## src/rtl/cfg_arb_pkg.sv

```systemverilog
// ---------------------------------------------------------------------------
// cfg_arb_pkg
// Shared definitions for the config-memory port arbiter:
//   op_t       - per-requester operation encoding (2 bits)
//   state_t    - arbiter FSM states
//   LAT_*      - response latency in cycles, counted from the accept cycle
//   rmw_merge  - bit-masked merge used by read-modify-write
//   id_onehot  - requester id to rsp_valid pulse pattern
// ---------------------------------------------------------------------------
package cfg_arb_pkg;

    typedef enum logic [1:0] {
        OP_READ    = 2'b00,
        OP_WRITE   = 2'b01,
        OP_RMW     = 2'b10,
        OP_ILLEGAL = 2'b11
    } op_t;

    typedef enum logic [1:0] {
        ST_IDLE  = 2'b00,
        ST_ISSUE = 2'b01,
        ST_WAIT  = 2'b10,
        ST_WR    = 2'b11
    } state_t;

    // Accept happens in cycle 0; rsp_valid is high in cycle LAT_*.
    localparam int LAT_READ  = 3;
    localparam int LAT_WRITE = 2;
    localparam int LAT_RMW   = 4;
    localparam int LAT_ERR   = 2;

    // Mask bit 1 takes the new data bit, mask bit 0 keeps the old one.
    function automatic logic [31:0] rmw_merge(
        input logic [31:0] old_data,
        input logic [31:0] new_data,
        input logic [31:0] mask
    );
        return (old_data & ~mask) | (new_data & mask);
    endfunction

    function automatic logic [1:0] id_onehot(input logic id);
        return id ? 2'b10 : 2'b01;
    endfunction

endpackage

```

## src/rtl/rr_arb2.sv

```systemverilog
// ---------------------------------------------------------------------------
// rr_arb2
// Two-requester round-robin selector.
//   system_clk   in   clock
//   system_rstn  in   synchronous active-low reset (requester 0 gets priority)
//   valid[1:0]   in   request valid per requester
//   advance      in   a grant was taken this cycle; hand priority to the other
//   grant[1:0]   out  combinational one-hot grant (00 when nothing is valid)
// ---------------------------------------------------------------------------
module rr_arb2 (
    input  logic       system_clk,
    input  logic       system_rstn,
    input  logic [1:0] valid,
    input  logic       advance,
    output logic [1:0] grant
);

    // prio_reg names the requester that wins a tie.
    logic prio_reg;

    always_comb begin
        grant = 2'b00;
        if (valid == 2'b11) begin
            grant = prio_reg ? 2'b10 : 2'b01;
        end else begin
            grant = valid;
        end
    end

    // After serving requester i the other one gets the tie-break.
    always_ff @(posedge system_clk) begin
        if (!system_rstn) begin
            prio_reg <= 1'b0;
        end else if (advance) begin
            prio_reg <= grant[0];
        end
    end

endmodule

```

## src/rtl/config_mem_port_arb.sv

```systemverilog
// ---------------------------------------------------------------------------
// config_mem_port_arb
// Serialises read / write / read-modify-write requests from two requesters
// onto the system-side port of the configuration memory.
//
// Parameters: K = memory depth in words, D = address width.
// Ports:
//   system_clk, system_rstn    clock, synchronous active-low reset
//   req_valid/req_ready[1:0]   per-requester handshake (ready is combinational)
//   req_op[3:0]                2 bits per requester: read/write/rmw/illegal
//   req_addr[2*D-1:0]          word address per requester
//   req_wdata/req_mask[63:0]   32-bit write data / RMW mask per requester
//   cfg_lock                   config loader owns the memory; no new grants
//   rsp_valid[1:0]             one-cycle response pulse per requester
//   rsp_rdata, rsp_err         shared response data / error flag
//   mem_rdaddr, mem_rd_en,     memory address and strobes; memory returns
//   mem_wr_en, mem_wr_data,    mem_rd_data one cycle after mem_rd_en
//   mem_rd_data
//
// All outputs except req_ready are registers; a strobe register is set on
// the edge that enters the state that owns it, so it is visible during
// that state and is cleared by default on the next edge.
// ---------------------------------------------------------------------------
module config_mem_port_arb
    import cfg_arb_pkg::*;
#(
    parameter int K = 64,
    parameter int D = 6
) (
    input  logic           system_clk,
    input  logic           system_rstn,
    input  logic [1:0]     req_valid,
    output logic [1:0]     req_ready,
    input  logic [3:0]     req_op,
    input  logic [2*D-1:0] req_addr,
    input  logic [63:0]    req_wdata,
    input  logic [63:0]    req_mask,
    input  logic           cfg_lock,
    output logic [1:0]     rsp_valid,
    output logic [31:0]    rsp_rdata,
    output logic           rsp_err,
    output logic [D-1:0]   mem_rdaddr,
    output logic           mem_rd_en,
    output logic           mem_wr_en,
    output logic [31:0]    mem_wr_data,
    input  logic [31:0]    mem_rd_data
);

    // ---------------- per-requester field views ----------------
    op_t         op_arr    [2];
    logic [D-1:0] addr_arr [2];
    logic [31:0] wdata_arr [2];
    logic [31:0] mask_arr  [2];

    for (genvar gi = 0; gi < 2; gi++) begin : g_unpack
        assign op_arr[gi]    = op_t'(req_op[2*gi +: 2]);
        assign addr_arr[gi]  = req_addr[D*gi +: D];
        assign wdata_arr[gi] = req_wdata[32*gi +: 32];
        assign mask_arr[gi]  = req_mask[32*gi +: 32];
    end

    // ---------------- state / latched request ----------------
    state_t       state_reg;
    op_t          op_reg;
    logic [D-1:0] addr_reg;
    logic [31:0]  wdata_reg;
    logic [31:0]  mask_reg;
    logic         id_reg;
    logic         bad_reg;
    logic [31:0]  old_reg;

    // ---------------- arbitration ----------------
    logic [1:0] grant;
    logic       arb_open;
    logic       accept;

    assign arb_open  = (state_reg == ST_IDLE) && !cfg_lock;
    assign req_ready = arb_open ? grant : 2'b00;
    assign accept    = |req_ready;

    rr_arb2 u_rr_arb2 (
        .system_clk  (system_clk),
        .system_rstn (system_rstn),
        .valid       (req_valid),
        .advance     (accept),
        .grant       (grant)
    );

    // Selected requester's fields (valid only while accept is high).
    logic         sel_id;
    op_t          sel_op;
    logic [D-1:0] sel_addr;
    logic         sel_bad;

    assign sel_id   = grant[1];
    assign sel_op   = op_arr[sel_id];
    assign sel_addr = addr_arr[sel_id];
    // Out-of-range check is done at full integer width so that K == 2**D
    // (every address legal) works without overflow.
    assign sel_bad  = (sel_op == OP_ILLEGAL) || (32'(sel_addr) >= K);

    // ---------------- FSM and registered outputs ----------------
    always_ff @(posedge system_clk) begin
        if (!system_rstn) begin
            state_reg   <= ST_IDLE;
            op_reg      <= OP_READ;
            addr_reg    <= '0;
            wdata_reg   <= '0;
            mask_reg    <= '0;
            id_reg      <= 1'b0;
            bad_reg     <= 1'b0;
            old_reg     <= '0;
            rsp_valid   <= 2'b00;
            rsp_rdata   <= '0;
            rsp_err     <= 1'b0;
            mem_rdaddr  <= '0;
            mem_rd_en   <= 1'b0;
            mem_wr_en   <= 1'b0;
            mem_wr_data <= '0;
        end else begin
            // Pulses default low so each lasts exactly one cycle.
            mem_rd_en <= 1'b0;
            mem_wr_en <= 1'b0;
            rsp_valid <= 2'b00;
            rsp_err   <= 1'b0;

            case (state_reg)
                ST_IDLE: begin
                    if (accept) begin
                        op_reg     <= sel_op;
                        addr_reg   <= sel_addr;
                        wdata_reg  <= wdata_arr[sel_id];
                        mask_reg   <= mask_arr[sel_id];
                        id_reg     <= sel_id;
                        bad_reg    <= sel_bad;
                        mem_rdaddr <= sel_addr;
                        // The ISSUE-cycle strobe is launched here so that it
                        // is a register output during ISSUE.
                        if (!sel_bad) begin
                            if (sel_op == OP_WRITE) begin
                                mem_wr_en   <= 1'b1;
                                mem_wr_data <= wdata_arr[sel_id];
                            end else begin
                                mem_rd_en <= 1'b1;
                            end
                        end
                        state_reg <= ST_ISSUE;
                    end
                end

                ST_ISSUE: begin
                    if (bad_reg || op_reg == OP_WRITE) begin
                        rsp_valid <= id_onehot(id_reg);
                        rsp_rdata <= '0;
                        rsp_err   <= bad_reg;
                        state_reg <= ST_IDLE;
                    end else begin
                        state_reg <= ST_WAIT;
                    end
                end

                ST_WAIT: begin
                    // mem_rd_data is valid now (one cycle after the strobe).
                    if (op_reg == OP_RMW) begin
                        old_reg     <= mem_rd_data;
                        mem_rdaddr  <= addr_reg;
                        mem_wr_en   <= 1'b1;
                        mem_wr_data <= rmw_merge(mem_rd_data, wdata_reg, mask_reg);
                        state_reg   <= ST_WR;
                    end else begin
                        rsp_valid <= id_onehot(id_reg);
                        rsp_rdata <= mem_rd_data;
                        state_reg <= ST_IDLE;
                    end
                end

                ST_WR: begin
                    rsp_valid <= id_onehot(id_reg);
                    rsp_rdata <= old_reg;
                    state_reg <= ST_IDLE;
                end

                default: begin
                    state_reg <= ST_IDLE;
                end
            endcase
        end
    end

endmodule

```

## config.mk

```make
export PLATFORM = sky130hd
export DESIGN_NAME = config_mem_port_arb
export DESIGN_NICKNAME = d
export VERILOG_FILES = /design/src/rtl/cfg_arb_pkg.sv /design/src/rtl/rr_arb2.sv /design/src/rtl/config_mem_port_arb.sv
export SDC_FILE = /design/constraint.sdc
export NUM_CORES = 1
export LEC_CHECK = 0
export CORE_MARGIN = 2
export CORE_UTILIZATION = 40
export CTS_BUF_LIST = sky130_fd_sc_hd__clkbuf_16
export CTS_CLUSTER_SIZE = 40
export DETAILED_ROUTE_END_ITERATION = 12
export PLACE_DENSITY = 0.79
export SYNTH_ARGS = -nofsm -noshare
export SYNTH_HDL_FRONTEND = slang
export SYNTH_SLANG_ARGS = --single-unit
```

## constraint.sdc

```tcl
create_clock -name system_clk -period 2.3 [get_ports system_clk]
set_input_delay 0.46 -clock system_clk [delete_from_list [all_inputs] [get_ports system_clk]]
set_output_delay 0.46 -clock system_clk [all_outputs]
set_load 0.01 [all_outputs]
```

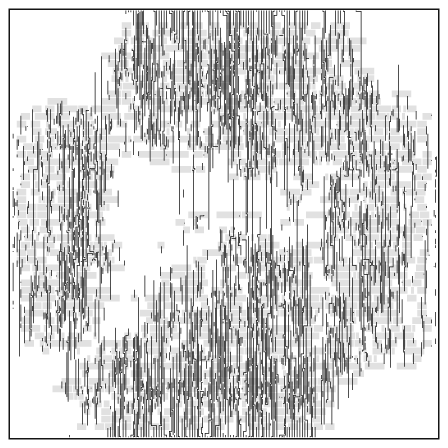
Figure 1: run 1, metal 2.
The layer holds 47% of the routed length. The longest straight run is 50.3 um. The wires run mostly vertical.

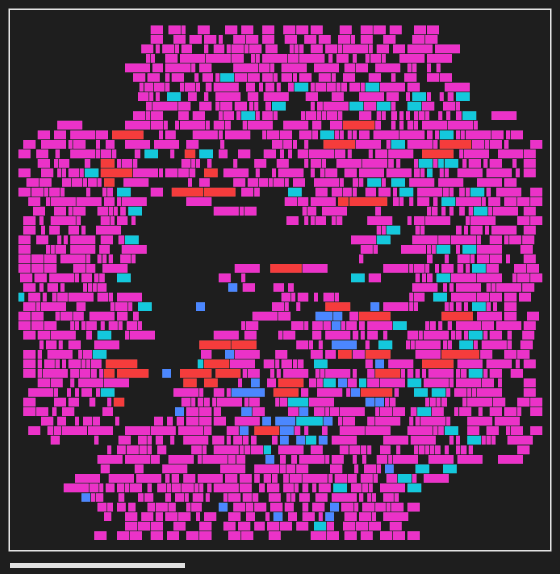
Figure 2: run 1, sizing map.
The bar under the picture is 50 um long.
Magenta is drive 1 or less, cells 1167, share 89%. Blue is drive 3 to 4, cells 34, share 2.6%. Red is drive 6 and up, cells 38, share 2.9%. Cyan is drive 2, cells 72, share 5.5%.

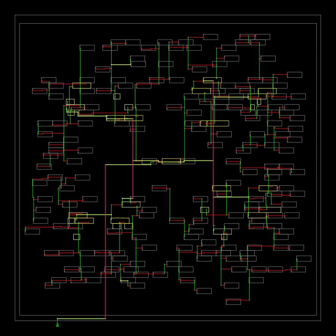
Figure 3: run 1, clock wiring as the flow saved it.
P_clk: 3.06 mW
Flops: 184
CTS buffer count: 17
Setup Skew: 8.88 ps

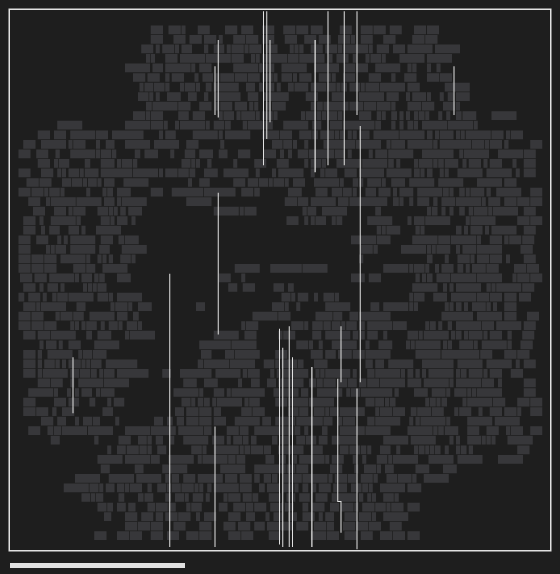
Figure 4: run 1, M4 wires.
The bar under the picture is 50 um long.
The wires run mostly vertical. The layer carries 936 um of wire. 22 nets have wire on it. The longest straight run is 77.5 um.

==> results.sh, run 1 <==
# yosys + openroad results
export IMPL_status="complete, no violations"
export IMPL_leakagePower_nw=4.86
export IMPL_fmax_mhz=477
export IMPL_drc=0
export IMPL_warnings=26
export IMPL_numSynthFlops=184
export IMPL_dp_cells=1559
export IMPL_clock_latency_late_pin_ps=430
export IMPL_grt_max_degree=71
export IMPL_pg_seq_mw=3.48
export IMPL_p_per_area_nw_per_um2=652
export IMPL_async_flop_share_pct=0
export IMPL_worst_setup_path_end_kind="primary output"
export IMPL_row_count=54
export IMPL_peakVddDrop_mv=0.499
export IMPL_power_switching_mw=2.29
export IMPL_final_area_um2=12500
export IMPL_synthTopCellsByArea="dfxtp_1 (41%), nand2_1 (12%), mux2i_1 (7.7%), mux2_2 (7.6%), a311oi_1 (6.2%)"
export IMPL_synthCells=1093
export IMPL_power_leader="sequential cells"
export IMPL_worstPathRequired_ps=1840
export IMPL_syn_avg_cell_area_um2=8.22
export IMPL_synth_cell_types=40
export IMPL_ys_sh_aoi_pct=19.4
export IMPL_logic_area_um2=4860
export IMPL_globalplace_congestion=0.914
export IMPL_hpwl_um=20300
export IMPL_p_int_mw=5.84
export IMPL_worstSetupPathType="input port to primary output"
export IMPL_finalCritPeriodShare_pct=91.1
export IMPL_post_cts_setup_buffer_count=0
export IMPL_maxCapViolCount=0
export IMPL_die_area_um2=23700
export IMPL_cts_sinks=184
export IMPL_yosysWarnings=0
export IMPL_pre_cts_ws_ps=-88.9
export IMPL_fp_utilization_pct=40.9
export IMPL_p_comb_mw=1.58
export IMPL_wl_um=29400
export IMPL_io_pins=258
export IMPL_antenna_left=0
export IMPL_finalHoldViolations=0
export IMPL_antenna_found_initial=7
export IMPL_drive_gt1_share_pct=11.0
export IMPL_core_area_um2=22000
export IMPL_viasPerCell=5.50
export IMPL_common_cells="nand2_1 (292), dfxtp_1 (184), nor2_1 (104)"
export IMPL_grt_pass1_vias=8343
export IMPL_grt_pass1_wl_um=45600
export IMPL_yosys_cells=1093
export IMPL_drtIter0Drc=519
export IMPL_synthesis_area_um2=8980
export IMPL_slew_headroom_pct=62.7
export IMPL_seq_power_share_pct=42.8
export IMPL_n_fill_cell=1893
export IMPL_synth_main_ff_cell="dfxtp_1"
export IMPL_overflow=0
export IMPL_yosysMostFrequentCell="nand2_1"
export IMPL_port_buffers=257
export IMPL_area_delta_synth_final_pct=38.9
export IMPL_p_clk_share_pct=37.7
export IMPL_cts_hold_buf=0
export IMPL_synth_edff_count=0
export IMPL_yosys_stat_area_um2=8980
export IMPL_cts_tree="done"
export IMPL_ctsResizeCount=2
export IMPL_slew_viol_final=0
export IMPL_seq_area_um2=3680
export IMPL_mux_share_pct=15.3
export IMPL_yosysSeqAreaShare_pct=41.0
export IMPL_dpl_cell_area_um2=11800
export IMPL_vias=8792
export IMPL_top_area_cell="dfxtp_1"
export IMPL_h_tree_depth=4
export IMPL_final_nets=1479
export IMPL_grt_setup_unrepaired="false"
export IMPL_cp_arrival_ps=1640
export IMPL_fin_cells=1599
export IMPL_grtUsageTotal_pct=24.3
export IMPL_tightest_slew_ps=559
export IMPL_clockBufferDepth=2
export IMPL_simple_gate_area_share_pct=18.9
export IMPL_setup_violations=0
export IMPL_topCombFamilyByArea="AND-OR/OR-AND gates"
export IMPL_clk_pin_slew_ps=70
export IMPL_adder_share_pct=0
export IMPL_fin_crit_ps=2100
export IMPL_cp_start_kind="input port"
export IMPL_sw_frac_of_total_pct=28.2
export IMPL_die_x_um=154
export IMPL_hold_ws_ps=425
export IMPL_drt_first_pass_iters=5
export IMPL_p_total_mw=8.13
export IMPL_ys_sh_xor_pct=0
export IMPL_routedWlPerCell_um=18.4
export IMPL_cts_root_buf="clkbuf_16"
export IMPL_syn_nets=1274
export IMPL_fin_tns_setup_ps=0
export IMPL_setup_slack_ps=204
export IMPL_hold_class="input port to flop"
export IMPL_power_frac_comb_pct=19.5
export IMPL_die_y_um=154
export IMPL_top_cell_area_share_pct=41.0
export IMPL_crit_fanout=2
export IMPL_final_core_util_pct=56.8
==> run 1: worst paths after layout <==
check | slack [ps] | startpoint | end | depth (start not counted)
worst max-delay path | 200 | cfg_lock | req_ready[1] | 4
worst min-delay path | 420 | system_rstn | mem_wr_data[30] | 3
worst max register to register | 320 | state_reg[0] | mem_wr_data[10] | 6
worst min register to register | 450 | old_reg[1] | old_reg[1] | 2
==> run 1: worst max-delay path, stage by stage <==
cell and delay (ps):
clkdlybuf4s50_1 430, or3_1 360, nor2_1 120, dlygate4sd2_1 270
==> run 1: cell usage in the layout (no fill, tap or decap), types with 3 or more instances in the layout <==
cell type and instances:
a211o_1 29, a211oi_1 42, a21boi_0 3, a21oi_1 47
a311oi_1 64, and3_1 10, buf_12 9, buf_4 27
clkbuf_16 17, clkdlybuf4s50_1 253, clkinv_2 3, dfxtp_1 183
diode_2 8, inv_1 3, inv_6 5, inv_8 5
mux2_2 61, mux2i_1 69, nand2_1 291, nor2_1 103
nor2b_1 3, o211ai_1 6, o21ai_0 35, o22ai_1 6
o31ai_1 3
==> run 1: per-layer routing <==
layer	part of all wire, %	vias to the layer above	track usage, %
li1	-	4263	-
met1	45	4152	32.3
met2	47	325	39.0
met3	5.3	52	4.28
met4	3.2	0	10.5
met5	0	-	0
==> run 1: final cells by class <==
cell class / count / area share [%]
multi-input cells: 799 / 39.0
flip-flops and latches: 184 / 29.5
repair buffers: 292 / 23.6
clock buffers: 17 / 3.41
well taps: 280 / 2.81
clock inverters: 15 / 1.42
diodes: 8 / 0.160
inverters: 4 / 0.130
==> run 1: cells by family (layout without fill, tap and decap cells) <==
group | count (synthesis) | count (layout)
DFF | 184 | 184
AOI/OAI and AO/OA | 242 | 242
and+or+nand+nor | 427 | 427
buffers and inverters | 110 | 328
muxes | 130 | 130
other | 0 | 8
Figure 5. Routed metal, one colour a layer (run 1).
Two of the layers only.
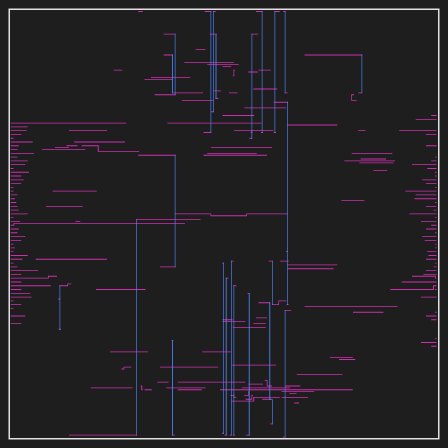

==> run 2: changes to the inputs <==
Settings changed: CORE_MARGIN 2 to not set.
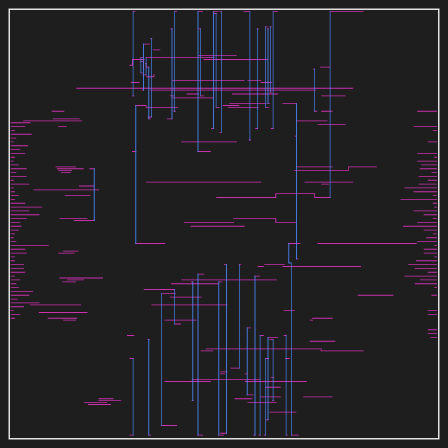
Figure 6: run 2, routed metal, one colour a layer.
Two of the layers only.
Magenta is met3, wire length 1760 um. Blue is met4, wire length 1440 um.

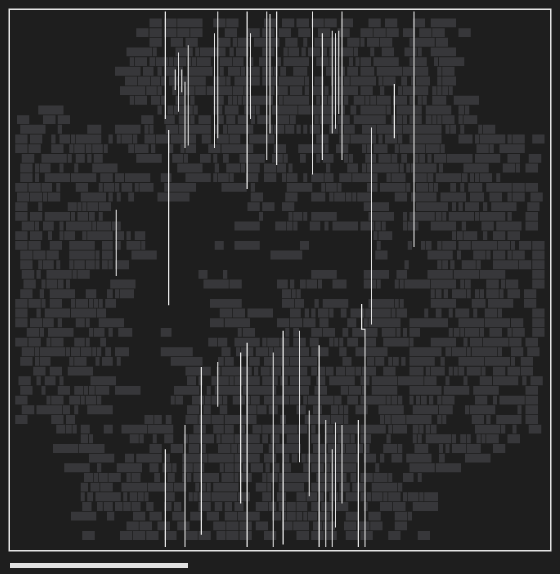
Figure 7: run 2, M4 wires.
The bar under the picture is 50 um long.
The longest straight run is 66.0 um. The wires run mostly vertical. 39 nets have wire on it.

==> results.sh, run 2 <==
# yosys + openroad results
export IMPL_seq_area_um2=3680
export IMPL_n_fill_cell=1956
export IMPL_p_total_mw=8.04
export IMPL_syn_nets=1274
export IMPL_peakVddDrop_mv=0.428
export IMPL_h_tree_depth=4
export IMPL_final_core_util_pct=56.8
export IMPL_async_flop_share_pct=0
export IMPL_yosys_cells=1093
export IMPL_cts_tree="done"
export IMPL_maxCapViolCount=0
export IMPL_worst_setup_path_end_kind="primary output"
export IMPL_hold_class="flop to flop"
export IMPL_drtIter0Drc=591
export IMPL_wl_um=28700
export IMPL_met3WireLength_um=1760
export IMPL_finalHoldViolations=0
export IMPL_powerClk_mw=2.98
export IMPL_hpwl_um=20100
export IMPL_globalplace_congestion=0.872
export IMPL_die_x_um=152
export IMPL_cts_sinks=184
export IMPL_fp_utilization_pct=41.0
export IMPL_synthCells=1093
export IMPL_fin_crit_ps=2100
export IMPL_fin_tns_setup_ps=0
export IMPL_cp_start_kind="input port"
export IMPL_leakagePower_nw=4.84
export IMPL_p_clk_share_pct=37.1
export IMPL_worstSetupPathType="input port to primary output"
export IMPL_top_cell_area_share_pct=41.0
export IMPL_seq_power_share_pct=43.3
export IMPL_final_nets=1480
export IMPL_p_comb_mw=1.57
export IMPL_numSynthFlops=184
export IMPL_grtUsageTotal_pct=24.5
export IMPL_warnings=26
export IMPL_tightest_slew_ps=516
export IMPL_finalCritPeriodShare_pct=91.4
export IMPL_synth_main_ff_cell="dfxtp_1"
export IMPL_antenna_left=0
export IMPL_worstPathRequired_ps=1840
export IMPL_clock_skew_final_ps=13.1
export IMPL_slew_viol_final=0
export IMPL_power_leader="sequential cells"
export IMPL_setup_slack_ps=198
export IMPL_pg_seq_mw=3.48
export IMPL_p_int_mw=5.81
export IMPL_overflow=0
export IMPL_io_pins=258
export IMPL_grt_setup_unrepaired="false"
export IMPL_slew_headroom_pct=65.5
export IMPL_die_y_um=152
export IMPL_synthTopCellsByArea="dfxtp_1 (41%), nand2_1 (12%), mux2i_1 (7.7%), mux2_2 (7.6%), a311oi_1 (6.2%)"
export IMPL_core_area_um2=21900
export IMPL_drive_gt1_share_pct=11.0
export IMPL_final_common_cell="nand2_1"
export IMPL_die_area_um2=23100
export IMPL_fin_cells=1597
export IMPL_top_layer="met4"
export IMPL_post_cts_setup_buffer_count=0
export IMPL_crit_fanout=2
export IMPL_row_count=54
export IMPL_dp_cells=1560
export IMPL_syn_avg_cell_area_um2=8.22
export IMPL_area_delta_synth_final_pct=38.3
export IMPL_pre_cts_ws_ps=-108
export IMPL_numCtsBuffers=17
export IMPL_synth_cell_types=40
export IMPL_clk_pin_slew_ps=70
export IMPL_common_cells="nand2_1 (292), dfxtp_1 (184), nor2_1 (104)"
export IMPL_dr_wl_met2_um=13000
export IMPL_cts_hold_buf=0
export IMPL_m1WireLength_um=12500
export IMPL_synthesis_area_um2=8980
export IMPL_viasPerCell=5.51
export IMPL_synth_edff_count=0
export IMPL_fmax_mhz=476
export IMPL_routedWlPerCell_um=18.0
export IMPL_dpl_cell_area_um2=11800
export IMPL_antenna_found_initial=5
export IMPL_sw_frac_of_total_pct=27.7
export IMPL_drt_first_pass_iters=5
export IMPL_final_cell_mix="nand2_1 (291), clkdlybuf4s50_1 (253), dfxtp_1 (183)"
export IMPL_power_frac_comb_pct=19.5
export IMPL_clock_latency_late_pin_ps=430
export IMPL_yosys_stat_area_um2=8980
export IMPL_port_buffers=257
export IMPL_logic_area_um2=4860
export IMPL_final_area_um2=12400
export IMPL_grt_pass1_vias=8490
export IMPL_top_area_cell="dfxtp_1"
export IMPL_setup_violations=0
export IMPL_yosysSeqAreaShare_pct=41.0
export IMPL_yosysMostFrequentCell="nand2_1"
export IMPL_yosysWarnings=0
export IMPL_grt_pass1_wl_um=45400
export IMPL_drc=0
export IMPL_clockBufferDepth=2
export IMPL_cp_arrival_ps=1640
export IMPL_status="complete, no violations"
export IMPL_p_per_area_nw_per_um2=647
export IMPL_cts_root_buf="clkbuf_16"
export IMPL_vias=8805
export IMPL_power_switching_mw=2.22
export IMPL_hold_ws_ps=452
export IMPL_grt_max_degree=77
-- run 2: cell count changes in the layout (fill, tap and decap cells not counted) --
| cell | change |
|---|---|
| clkinv_2 | -1 |
| inv_8 | -3 |
| buf_12 | -3 |
| buf_4 | +4 |
| diode_2 | -3 |
| inv_1 | +1 |
| clkinv_4 | +2 |
| clkinvlp_4 | +1 |
-- run 2: layout make-up --
type	count	area share, %
Sequential cell	184	29.6
Timing Repair Buffer	293	23.4
Multi-Input combinational cell	799	39.1
Clock inverter	15	1.35
Inverter	4	0.131
Clock buffer	17	3.42
Tap cell	280	2.82
Antenna cell	5	0.101
-- run 2: path summary, 6_finish.rpt --
kind | startpoint | to | slack (ps) | cells past startpoint
worst max register to register | state_reg[0] | mask_reg[12] | 320 | 6
worst min register to register | old_reg[20] | old_reg[20] | 450 | 2
worst max-delay path | cfg_lock | req_ready[1] | 200 | 4
worst min-delay path | old_reg[20] | old_reg[20] | 450 | 2
-- run 2: worst max-delay path, cell delays in order --
cell	delay [ps]
clkdlybuf4s50_1	450
or3_1	350
nor2_1	100
dlygate4sd2_1	270
-- run 2: layer usage --
| metal | track usage [%] | vias up |
|---|---|---|
| li1 | - | 4259 |
| met1 | 32.6 | 4084 |
| met2 | 37.2 | 374 |
| met3 | 3.96 | 88 |
| met4 | 14.8 | 0 |
| met5 | 0 | - |
-- run 2: logic make-up (layout without fill, tap and decap cells) --
logic type             Yosys count  in the layout  share of synthesized area (%)
AND/OR/NAND/NOR                427            427                           18.9
AND-OR/OR-AND                  242            242                           19.4
flip-flops                     184            184                           41.0
multiplexers                   130            130                           15.3
buffers and inverters          110            329                           5.36
other                            0              5                              0
-- run 2: what timing repair did --
item,CTS,global route
resized,2,1
cloned,0,0
setup endpoints to repair,2,1
pin swaps,0,1
hold endpoints to repair,0,0
Power and IR drop assume default switching activity.
